`src/rtl/mem_pkg.sv`:
```
// Shared definitions for the data-memory stage: access-size encodings,
// FSM state type and datapath width.
package mem_pkg;
    localparam int XLEN = 32;

    localparam logic [2:0] F3_B  = 3'b000;
    localparam logic [2:0] F3_H  = 3'b001;
    localparam logic [2:0] F3_W  = 3'b010;
    localparam logic [2:0] F3_BU = 3'b100;
    localparam logic [2:0] F3_HU = 3'b101;

    typedef enum logic [1:0] {
        IDLE,
        REQ,
        DONE
    } mem_state_t;
endpackage

```
`src/rtl/mem_load_align.sv`:
```
// Purpose: select the addressed byte/half of a read word and sign/zero extend it.
// Latency: combinational, zero cycles.
// Backpressure: none; pure function of its inputs.
module mem_load_align
    import mem_pkg::*;
(
    input  logic [XLEN-1:0] rdata,
    input  logic [2:0]      funct3,
    input  logic [1:0]      offset,
    output logic [XLEN-1:0] result
);
    logic [7:0]  byte_sel;
    logic [15:0] half_sel;

    always_comb begin
        case (offset)
            2'd0:    byte_sel = rdata[7:0];
            2'd1:    byte_sel = rdata[15:8];
            2'd2:    byte_sel = rdata[23:16];
            default: byte_sel = rdata[31:24];
        endcase
        half_sel = offset[1] ? rdata[31:16] : rdata[15:0];

        result = '0;
        case (funct3)
            F3_B:    result = {{24{byte_sel[7]}}, byte_sel};
            F3_BU:   result = {24'h0, byte_sel};
            F3_H:    result = {{16{half_sel[15]}}, half_sel};
            F3_HU:   result = {16'h0, half_sel};
            F3_W:    result = rdata;
            default: result = '0;
        endcase
    end
endmodule

```
`src/rtl/mem_access_unit.sv`:
```
// Purpose: EX->WB data-memory stage; req/ready handshake, store lane steering, load extension.
// Latency: 3 cycles per access (IDLE, >=1 REQ, DONE); non-memory instructions add none.
// Backpressure: stall held while the request is outstanding; aborts with bus_error after TIMEOUT_CYCLES.
module mem_access_unit
    import mem_pkg::*;
#(
    parameter int TIMEOUT_CYCLES = 16
) (
    input  logic            clk,
    input  logic            rst,
    input  logic [XLEN-1:0] EX_result,
    input  logic [XLEN-1:0] rs2_data,
    input  logic            ID_memread,
    input  logic            ID_memwrite,
    input  logic [2:0]      ID_funct3,
    output logic            mem_req,
    output logic            mem_we,
    output logic [XLEN-1:0] mem_addr,
    output logic [XLEN-1:0] mem_wdata,
    output logic [3:0]      mem_wstrb,
    input  logic            mem_ready,
    input  logic [XLEN-1:0] mem_rdata,
    output logic [XLEN-1:0] data_mem_read_data,
    output logic            stall,
    output logic            misaligned,
    output logic            bus_error
);
    localparam int CNT_W = $clog2(TIMEOUT_CYCLES + 1);
    localparam logic [CNT_W-1:0] CNT_LAST = CNT_W'(TIMEOUT_CYCLES - 1);

    mem_state_t      state;
    logic [CNT_W-1:0] tmo_cnt;
    logic [XLEN-1:0] rdata_q;
    logic [2:0]      funct3_q;
    logic [1:0]      offset_q;
    logic [XLEN-1:0] load_ext;

    logic            access;
    logic            illegal_f3;
    logic            misalign_addr;
    logic            fault;
    logic [3:0]      wstrb_nxt;
    logic [XLEN-1:0] wdata_nxt;

    always_comb begin
        access     = ID_memread | ID_memwrite;
        illegal_f3 = 1'b0;
        if (ID_memread && (ID_funct3 == 3'b011 || ID_funct3 == 3'b110 || ID_funct3 == 3'b111))
            illegal_f3 = 1'b1;
        if (ID_memwrite && !(ID_funct3 == F3_B || ID_funct3 == F3_H || ID_funct3 == F3_W))
            illegal_f3 = 1'b1;
        misalign_addr = (ID_funct3[1:0] == 2'b01 && EX_result[0]) ||
                        (ID_funct3[1:0] == 2'b10 && EX_result[1:0] != 2'b00);
        fault = (ID_memread & ID_memwrite) | illegal_f3 | misalign_addr;

        case (ID_funct3[1:0])
            2'b00: begin
                wstrb_nxt = 4'b0001 << EX_result[1:0];
                wdata_nxt = {4{rs2_data[7:0]}};
            end
            2'b01: begin
                wstrb_nxt = EX_result[1] ? 4'b1100 : 4'b0011;
                wdata_nxt = {2{rs2_data[15:0]}};
            end
            default: begin
                wstrb_nxt = 4'b1111;
                wdata_nxt = rs2_data;
            end
        endcase
    end

    assign stall              = (state == IDLE && access && !fault) || (state == REQ);
    assign misaligned         = (state == IDLE) && access && fault;
    assign data_mem_read_data = (state == DONE) ? rdata_q : '0;

    mem_load_align u_load_align (
        .rdata  (mem_rdata),
        .funct3 (funct3_q),
        .offset (offset_q),
        .result (load_ext)
    );

    always_ff @(posedge clk) begin
        if (rst) begin
            state     <= IDLE;
            tmo_cnt   <= '0;
            rdata_q   <= '0;
            funct3_q  <= '0;
            offset_q  <= '0;
            mem_req   <= 1'b0;
            mem_we    <= 1'b0;
            mem_addr  <= '0;
            mem_wdata <= '0;
            mem_wstrb <= '0;
            bus_error <= 1'b0;
        end else begin
            case (state)
                IDLE: begin
                    bus_error <= 1'b0;
                    if (access && !fault) begin
                        state     <= REQ;
                        mem_req   <= 1'b1;
                        mem_we    <= ID_memwrite;
                        mem_addr  <= {EX_result[31:2], 2'b00};
                        mem_wdata <= wdata_nxt;
                        mem_wstrb <= ID_memwrite ? wstrb_nxt : 4'b0000;
                        funct3_q  <= ID_funct3;
                        offset_q  <= EX_result[1:0];
                        tmo_cnt   <= '0;
                    end
                end
                REQ: begin
                    if (mem_ready) begin
                        mem_req <= 1'b0;
                        rdata_q <= mem_we ? '0 : load_ext;
                        state   <= DONE;
                    end else if (tmo_cnt == CNT_LAST) begin
                        mem_req   <= 1'b0;
                        rdata_q   <= '0;
                        bus_error <= 1'b1;
                        state     <= DONE;
                    end else begin
                        tmo_cnt <= tmo_cnt + 1'b1;
                    end
                end
                DONE: begin
                    // Core retires here; access is not re-evaluated to avoid a double issue.
                    bus_error <= 1'b0;
                    state     <= IDLE;
                end
                default: state <= IDLE;
            endcase
        end
    end
endmodule

```
`config.mk`:
```
export PLATFORM = sky130hd
export DESIGN_NAME = mem_access_unit
export DESIGN_NICKNAME = d
export VERILOG_FILES = /design/src/rtl/mem_pkg.sv /design/src/rtl/mem_load_align.sv /design/src/rtl/mem_access_unit.sv
export SDC_FILE = /design/constraint.sdc
export NUM_CORES = 1
export LEC_CHECK = 0
export ABC_AREA = 1
export CORE_MARGIN = 1
export CORE_UTILIZATION = 50
export CTS_BUF_LIST = sky130_fd_sc_hd__clkbuf_8
export CTS_CLUSTER_SIZE = 28
export DETAILED_ROUTE_END_ITERATION = 7
export HOLD_SLACK_MARGIN = 0.03
export PLACE_DENSITY = 0.91
export SETUP_SLACK_MARGIN = 0.1
export SYNTH_ARGS = -nofsm -noshare
export SYNTH_HDL_FRONTEND = slang
export SYNTH_SLANG_ARGS = --single-unit
```
`constraint.sdc`:
```
create_clock -name clk -period 4.8 [get_ports clk]
set_input_delay 1.2 -clock clk [delete_from_list [all_inputs] [get_ports clk]]
set_output_delay 1.2 -clock clk [all_outputs]
set_load 0.01 [all_outputs]
```
==> run_1/congestion_map.png <==
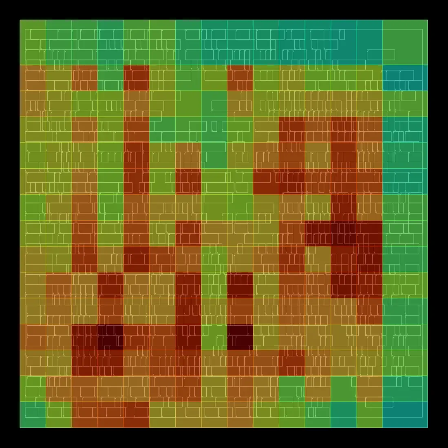
met2 Use GR: 52.2%
grt met1 use: 36.0%

==> run_1/sizing.png <==
(4 px per µm)
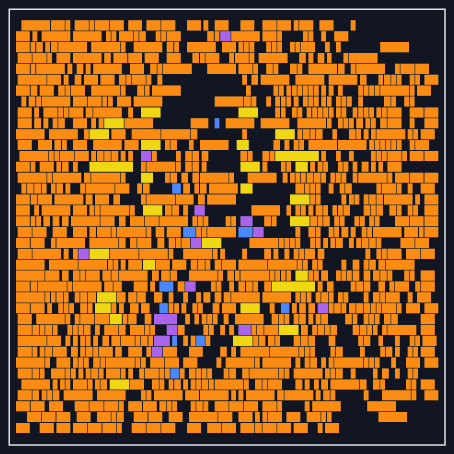
color	size	cells	share
orange	x1 and smaller	1049	95%
blue	x2	10	0.91%
purple	x3 and x4	14	1.3%
yellow	x6 and larger	28	2.5%
Final WS setup: 425 ps
finished layout cell area: 8140 µm²
Non-clk bufs: 213

==> run_1/closeup.png <==
Window x 42 to 67, y 42 to 67 µm. Cells in gray, sequential cells in the stronger gray; small squares are vias.
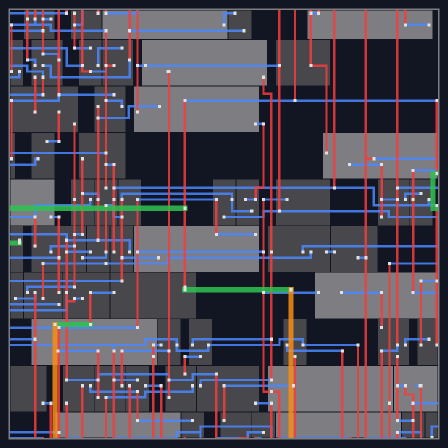
color	layer
blue	M1
green	M3
red	M2
orange	M4
netlist names of flops here include	rdata_q (3), funct3_q (2), mem_wstrb (2)
most frequent	nand2_1 (13), dfxtp_1 (11), a21oi_1 (8)
cells with their middle in the window	55
sequential cells in the window	11

==> run_1/ff_map.png <==
(3 px per µm) Other sequential cells in the stronger gray, the rest of the logic in the fainter gray.
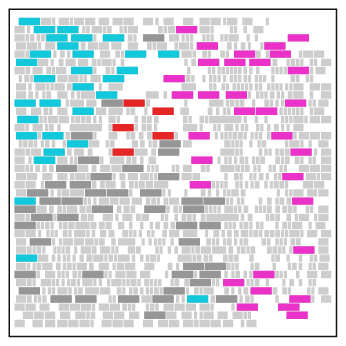
color	signal	flops
magenta	rdata_q	32
cyan	mem_addr	30
red	tmo_cnt	5
not colored	46
fin util: 74.4%
Seq area share: 27.8%
sequential power: 0.00102 W

-- run 1: cell families after synthesis --
kind of cell             count (synthesis)
AND/OR/NAND/NOR                        487
AND-OR/OR-AND                          162
buffers and inverters                  144
flip-flops                             113
multiplexers                             2
adder cells (fa/ha/maj)                  2
other                                    1
-- run 1: per-stage QoR --
| step | power (W) | worst slack (ps) | instance area, µm² | hold WS (ps) |
|---|---|---|---|---|
| global route | 0.00263 | 294 | 8140 | 485 |
| global placement | 0.00154 | 496 | 7710 | 449 |
| finish | 0.00252 | 425 | 8140 | 465 |
| floorplan | 0.00131 | 1380 | 5680 | 445 |
| detailed placement | 0.00155 | 458 | 7710 | 456 |
| CTS | 0.00253 | 448 | 8140 | 466 |
-- run 1: placed cells by master (no fill, tap or decap), types with 3 or more instances in the layout --
master           Yosys  final
clkdlybuf4s50_1      0    205
clkbuf_8             0     17
nor3_1               7      7
nor2_1              82     82
dfxtp_1            113    113
nand4_1             14     14
a21oi_1            128    128
nand2_1            345    345
inv_1               86     86
nand3_1             30     30
inv_6                0      7
buf_4                6      8
bufinv_16            0      3
o21ai_0             29     29
-- run 1: layout make-up --
type | instances | area share (%)
multi-input cells | 655 | 34.7
well taps | 140 | 2.15
inverters | 88 | 4.06
clock buffers | 17 | 2.88
clock inverters | 15 | 2.40
repair buffers | 213 | 26.0
flip-flops and latches | 113 | 27.8
-- run 1: metal layers --
| metal | vias up | track usage [%] |
|---|---|---|
| met2 | 281 | 52.2 |
| met4 | 0 | 15.0 |
| li1 | 3202 | - |
| met3 | 48 | 11.0 |
| met5 | - | 0 |
| met1 | 2842 | 36.0 |
-- run 1: worst paths after layout --
| check | to | slack, ps |
|---|---|---|
| setup reg to reg | mem_wdata[10]$_SDFFE_PP0P_ | 2110 |
| hold reg to reg | rdata_q[0]$_SDFFE_PP0P_ | 460 |
| setup / recovery | stall | 420 |
| hold / removal | rdata_q[0]$_SDFFE_PP0P_ | 460 |
-- run 1: Yosys cell counts --
| cell | n |
|---|---|
| nand2_1 | 345 |
| a21oi_1 | 128 |
| dfxtp_1 | 113 |
| inv_1 | 86 |
| nor2_1 | 82 |
| clkbuf_1 | 31 |
| nand3_1 | 30 |
| o21ai_0 | 29 |
| buf_2 | 14 |
| nand4_1 | 14 |
| nor3_1 | 7 |
| buf_4 | 6 |
| buf_1 | 2 |
| buf_6 | 2 |
| ha_1 | 2 |
| inv_2 | 2 |
| mux2i_1 | 2 |
| nor2_2 | 2 |
| o21ai_1 | 2 |
| or2_2 | 2 |
| a21oi_4 | 1 |
| a31oi_1 | 1 |
| and2_1 | 1 |
| clkbuf_2 | 1 |
| conb_1 | 1 |
| nand2_2 | 1 |
| nand3_2 | 1 |
| nor2_4 | 1 |
| nor3_2 | 1 |
| o21bai_1 | 1 |
-- run 1: tightest hold or removal path, delay by kind of cell (launching register included) --
kind	cells	cell delay, ps
flops	1	310
simple gates	1	60
compound gates	1	50
-- run 1: where the power goes --
group / internal, W / switching [W]
sequential: 0.000989 / 0.0000331
clock: 0.000530 / 0.000452
combinational: 0.000232 / 0.000282
==> flow_summary.json, run 1 <==
{
  "status": "completed",
  "cp_max_fo": 15,
  "setup_tns_ps": 0,
  "yosys.area_share.xor_xnor_pct": 0,
  "hp-start": "rdata_q[0]$_SDFFE_PP0P_",
  "clock.latency.late_pin_ps": 430,
  "area_leaders": "dfxtp_1 (40%), nand2_1 (23%), a21oi_1 (11%)",
  "ioPinCount": 209,
  "grt_antenna_before_repair": 0,
  "synth_cell_type_count": 30,
  "cp-end-kind": "output port",
  "drc": 0,
  "die-area_um2": 11800,
  "mux_share_pct": 0.353,
  "fp-row-count": 38,
  "htree_levels": 4,
  "tightest_slew_ps": 1090,
  "fin_cells": 1241,
  "drt-met1-wl_mm": 7.17,
  "synthSimpleGateAreaFrac_pct": 34.2,
  "p_per_area_nw_per_um2": 309,
  "dp.cells": 1209,
  "cts_resized": 0,
  "yosysTopAreaCellShare_pct": 39.8,
  "syn_avg_cell_area_um2": 6.23,
  "yosys_warnings": 0,
  "vias": 6373,
  "critPathBufInv": 4,
  "syn-instance-count": 911,
  "finalMaxSlewViolations": 0,
  "totalWireLength_mm": 18.1,
  "crit_start": "ID_memwrite",
  "path_delay_family": "buffers and inverters",
  "relSlewSlack_pct": 27.0,
  "r2r_start": "state[0]$_SDFFE_PP0P_",
  "drt-pass1-iter-count": 7,
  "hold_depth": 2,
  "hpwl_mm": 12.7,
  "cts_made_buffers": 17,
  "wl_met2_mm": 8.45,
  "reg2reg_depth": 8,
  "ff_latch_area_um2": 2260,
  "setup_viol": 0,
  "wire_per_inst_um": 14.6,
  "die_x_um": 109,
  "worst-setup-path-type": "input pin to output port",
  "synth_area_um2": 5680,
  "rsz0062_at_grt": "no",
  "initCoreUtil_pct": 51.9,
  "synth_area_leader_cell": "dfxtp_1",
  "ys_cells": 911,
  "clock_skew_ps": 12.4,
  "grt_first_pass_wirelength_mm": 28.6,
  "drive_gt1_share_pct": 4.72,
  "syn2layout_area_growth_pct": 43.3,
  "min_path_type": "flop to flop",
  "core_area_um2": 10900,
  "maxCapViolCount": 0,
  "top_layer_used": "met4",
  "synth_flops": 113,
  "grt-ovfl-total": 0,
  "reg.largest.list": "mem_wdata (32), rdata_q (32), mem_addr (30)",
  "wl_met3_mm": 1.81,
  "layout_min_cycle_time_ps": 4380,
  "cp_data_required_time_ps": 3600,
  "gp_congestion": 0.964,
  "synthAdderAreaFrac_pct": 0.441,
  "root_buffer": "clkbuf_8",
  "grt_pass1_vias": 5992,
  "cp.depth": 8,
  "p_leak_nw": 3.19,
  "yosys.stat.seqShare_pct": 39.8,
  "clkTransAtPathRegs_ps": 70,
  "topCombFamilyByArea": "simple AND/OR/NAND/NOR gates",
  "cts.path.max_buffers": 2,
  "port_buffers": 206,
  "grt_max_degree": 79
}
--- run 2 (diff from run 1) ---
Settings changed: PLACE_DENSITY 0.91 to 0.9, SYNTH_HIERARCHICAL set to 1.
==> run_2/ff_map.png <==
(3 px per µm) Other sequential cells in the stronger gray, the rest of the logic in the fainter gray.
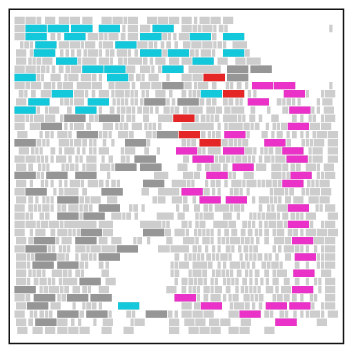
color	signal	flops
magenta	rdata_q	32
red	tmo_cnt	5
cyan	mem_addr	30
Seq area share: 27.4%
register area: 2260 µm²

==> flow_summary.json, run 2 <==
{
  "tightest_slew_ps": 1050,
  "hold_depth": 2,
  "synth_area_leader_cell": "dfxtp_1",
  "clkTransAtPathRegs_ps": 70,
  "die-area_um2": 12300,
  "clock.latency.late_pin_ps": 430,
  "regToRegEndpoint": "rdata_q[1]$_SDFFE_PP0P_",
  "r2r_start": "tmo_cnt[0]$_SDFFE_PP0P_",
  "die_x_um": 111,
  "cts.path.max_buffers": 2,
  "layout_min_cycle_time_ps": 4100,
  "yosys.stat.seqShare_pct": 38.2,
  "yosys_warnings": 6,
  "rsz0062_at_grt": "no",
  "critPathBufInv": 3,
  "gp_congestion": 0.921,
  "syn2layout_area_growth_pct": 39.5,
  "hpwl_mm": 12.3,
  "grt_max_degree": 77,
  "synthAdderAreaFrac_pct": 0.422,
  "finalMaxSlewViolations": 0,
  "grt-ovfl-total": 0,
  "synth_flops": 113,
  "ff_type": "dfxtp_1",
  "reg2reg_depth": 9,
  "grtUsageMet2_pct": 47.6,
  "cts.sinks": 113,
  "cp.arrival_ps": 2900,
  "common_cells": "nand2_1 (331), a21oi_1 (113), dfxtp_1 (113)",
  "totalWireLength_mm": 18.0,
  "fin_cells": 1214,
  "initCoreUtil_pct": 51.7,
  "worstHoldEndpoint": "mem_wstrb[2]$_SDFFE_PP0P_",
  "cp_max_fo": 6,
  "reg.largest.list": "mem_wdata (32), rdata_q (32), mem_addr (30)",
  "drt-pass1-iter-count": 6,
  "maxCapViolCount": 0,
  "layout_top_cell": "nand2_1",
  "grt_use_met1_pct": 33.8,
  "wire_per_inst_um": 14.8,
  "topCombFamilyByArea": "simple AND/OR/NAND/NOR gates",
  "critPathMaxStageDelay_ps": 620,
  "synthAoiAreaFrac_pct": 12.6,
  "cp_data_required_time_ps": 3600,
  "grt_antenna_before_repair": 0,
  "synthArstFlopShare_pct": 0,
  "worst-setup-path-type": "input pin to output port",
  "worst_slack_ps": 698,
  "syn_avg_cell_area_um2": 6.69,
  "dp.cells": 1182,
  "cp-end-kind": "output port",
  "htree_levels": 4,
  "yosys.area_share.xor_xnor_pct": 0.148,
  "placed_cell_area_um2": 7850,
  "hp-start": "mem_wstrb[2]$_SDFFE_PP0P_",
  "mux_share_pct": 0,
  "synth_area_um2": 5930,
  "p_leak_nw": 3.21,
  "synth.most_common_cell": "nand2_1",
  "port_buffers": 206,
  "ioPinCount": 209,
  "clock_skew_ps": 9.62,
  "cts_resized": 0,
  "status": "completed",
  "drive_gt1_share_pct": 7.56,
  "vias": 6519,
  "syn-instance-count": 886,
  "root_buffer": "clkbuf_8",
  "yosysTopAreaCellShare_pct": 38.2,
  "relSlewSlack_pct": 29.6,
  "setup_viol": 0,
  "grt_pass1_vias": 6095,
  "max_clock_freq_ghz": 0.244,
  "p_per_area_nw_per_um2": 302,
  "grtUsageMet3_pct": 11.1,
  "synth-edff-count": 0,
  "path_delay_family": "buffers and inverters",
  "drc": 0,
  "fp-row-count": 39,
  "core_area_um2": 11500,
  "synth_cell_type_count": 37,
  "busiest_layer": "met2",
  "reg2reg_slack_ps": 1970
}
==> run_2/sizing.png <==
(4 px per µm)
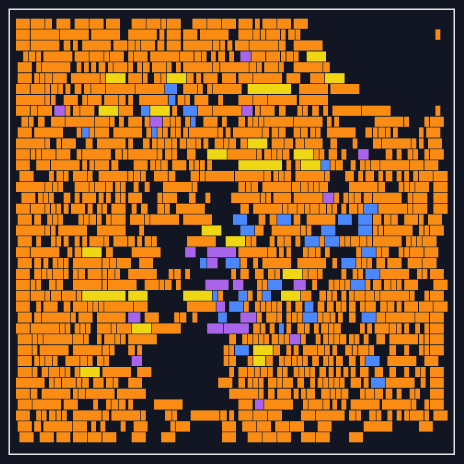
color	size	cells	share
orange	x1 and smaller	990	92%
yellow	x6 and larger	24	2.2%
purple	x3 and x4	20	1.9%
blue	x2	37	3.5%

## run 2: cells by family after synthesis
logic type,after synthesis
other,1
XOR/XNOR,1
AND/OR/NAND/NOR,490
AND-OR/OR-AND,143
adder cells (fa/ha/maj),2
flip-flops,113
buffers and inverters,136
## run 2: worst reg2reg max path, delay by kind of cell (launching register included)
family	cells	cell delay [ps]
buffers and inverters	2	1160
AND/OR/NAND/NOR	4	640
adder cells (fa/ha/maj)	2	420
flip-flops	1	380
AND-OR/OR-AND	1	90
## run 2: layout make-up
class                           count  share of cell area, %
Multi-Input combinational cell    638                   36.4
Sequential cell                   113                   27.4
Timing Repair Buffer              212                   25.5
Inverter                           76                   3.53
Clock buffer                       19                   3.16
Tap cell                          143                   2.16
Clock inverter                     13                   1.95
## run 2: how the worst max path moves through the flow
stage	from	end	slack, ps	cells after the start
2_1_floorplan	ID_funct3[2]	stall	1730	6
3_3_place_gp	ID_funct3[0]	misaligned	760	8
3_5_place_dp	ID_funct3[0]	misaligned	740	6
4_1_cts	ID_funct3[0]	stall	700	8
5_1_grt	ID_memwrite	misaligned	600	8
6_report	ID_funct3[0]	stall	700	8
## run 2: report_power, final
part	switching (W)	total, W	leakage (nW)	internal [W]
Combinational	0.000286	0.000519	2.09	0.000233
Sequential	0.0000338	0.00102	0.919	0.000985
Clock	0.000417	0.000957	0.209	0.000541
## run 2: per-stage QoR
| step | utilization (%) | hold WS, ps | power [W] |
|---|---|---|---|
| after floorplan | - | 444 | 0.00134 |
| after global placement | 68.4 | 442 | 0.00154 |
| after detailed placement | 68.4 | 445 | 0.00155 |
| after CTS | 72.1 | 459 | 0.00250 |
| after global routing | 72.1 | 479 | 0.00260 |
| final | 72.1 | 459 | 0.00250 |
## run 2: layer usage
layer  vias up  part of all wire, %
li1       3190                    -
met1      2945                   38
met2       329                   48
met3        55                   11
met5         -                    0
met4         0                  3.6
Power and IR drop assume default switching activity.
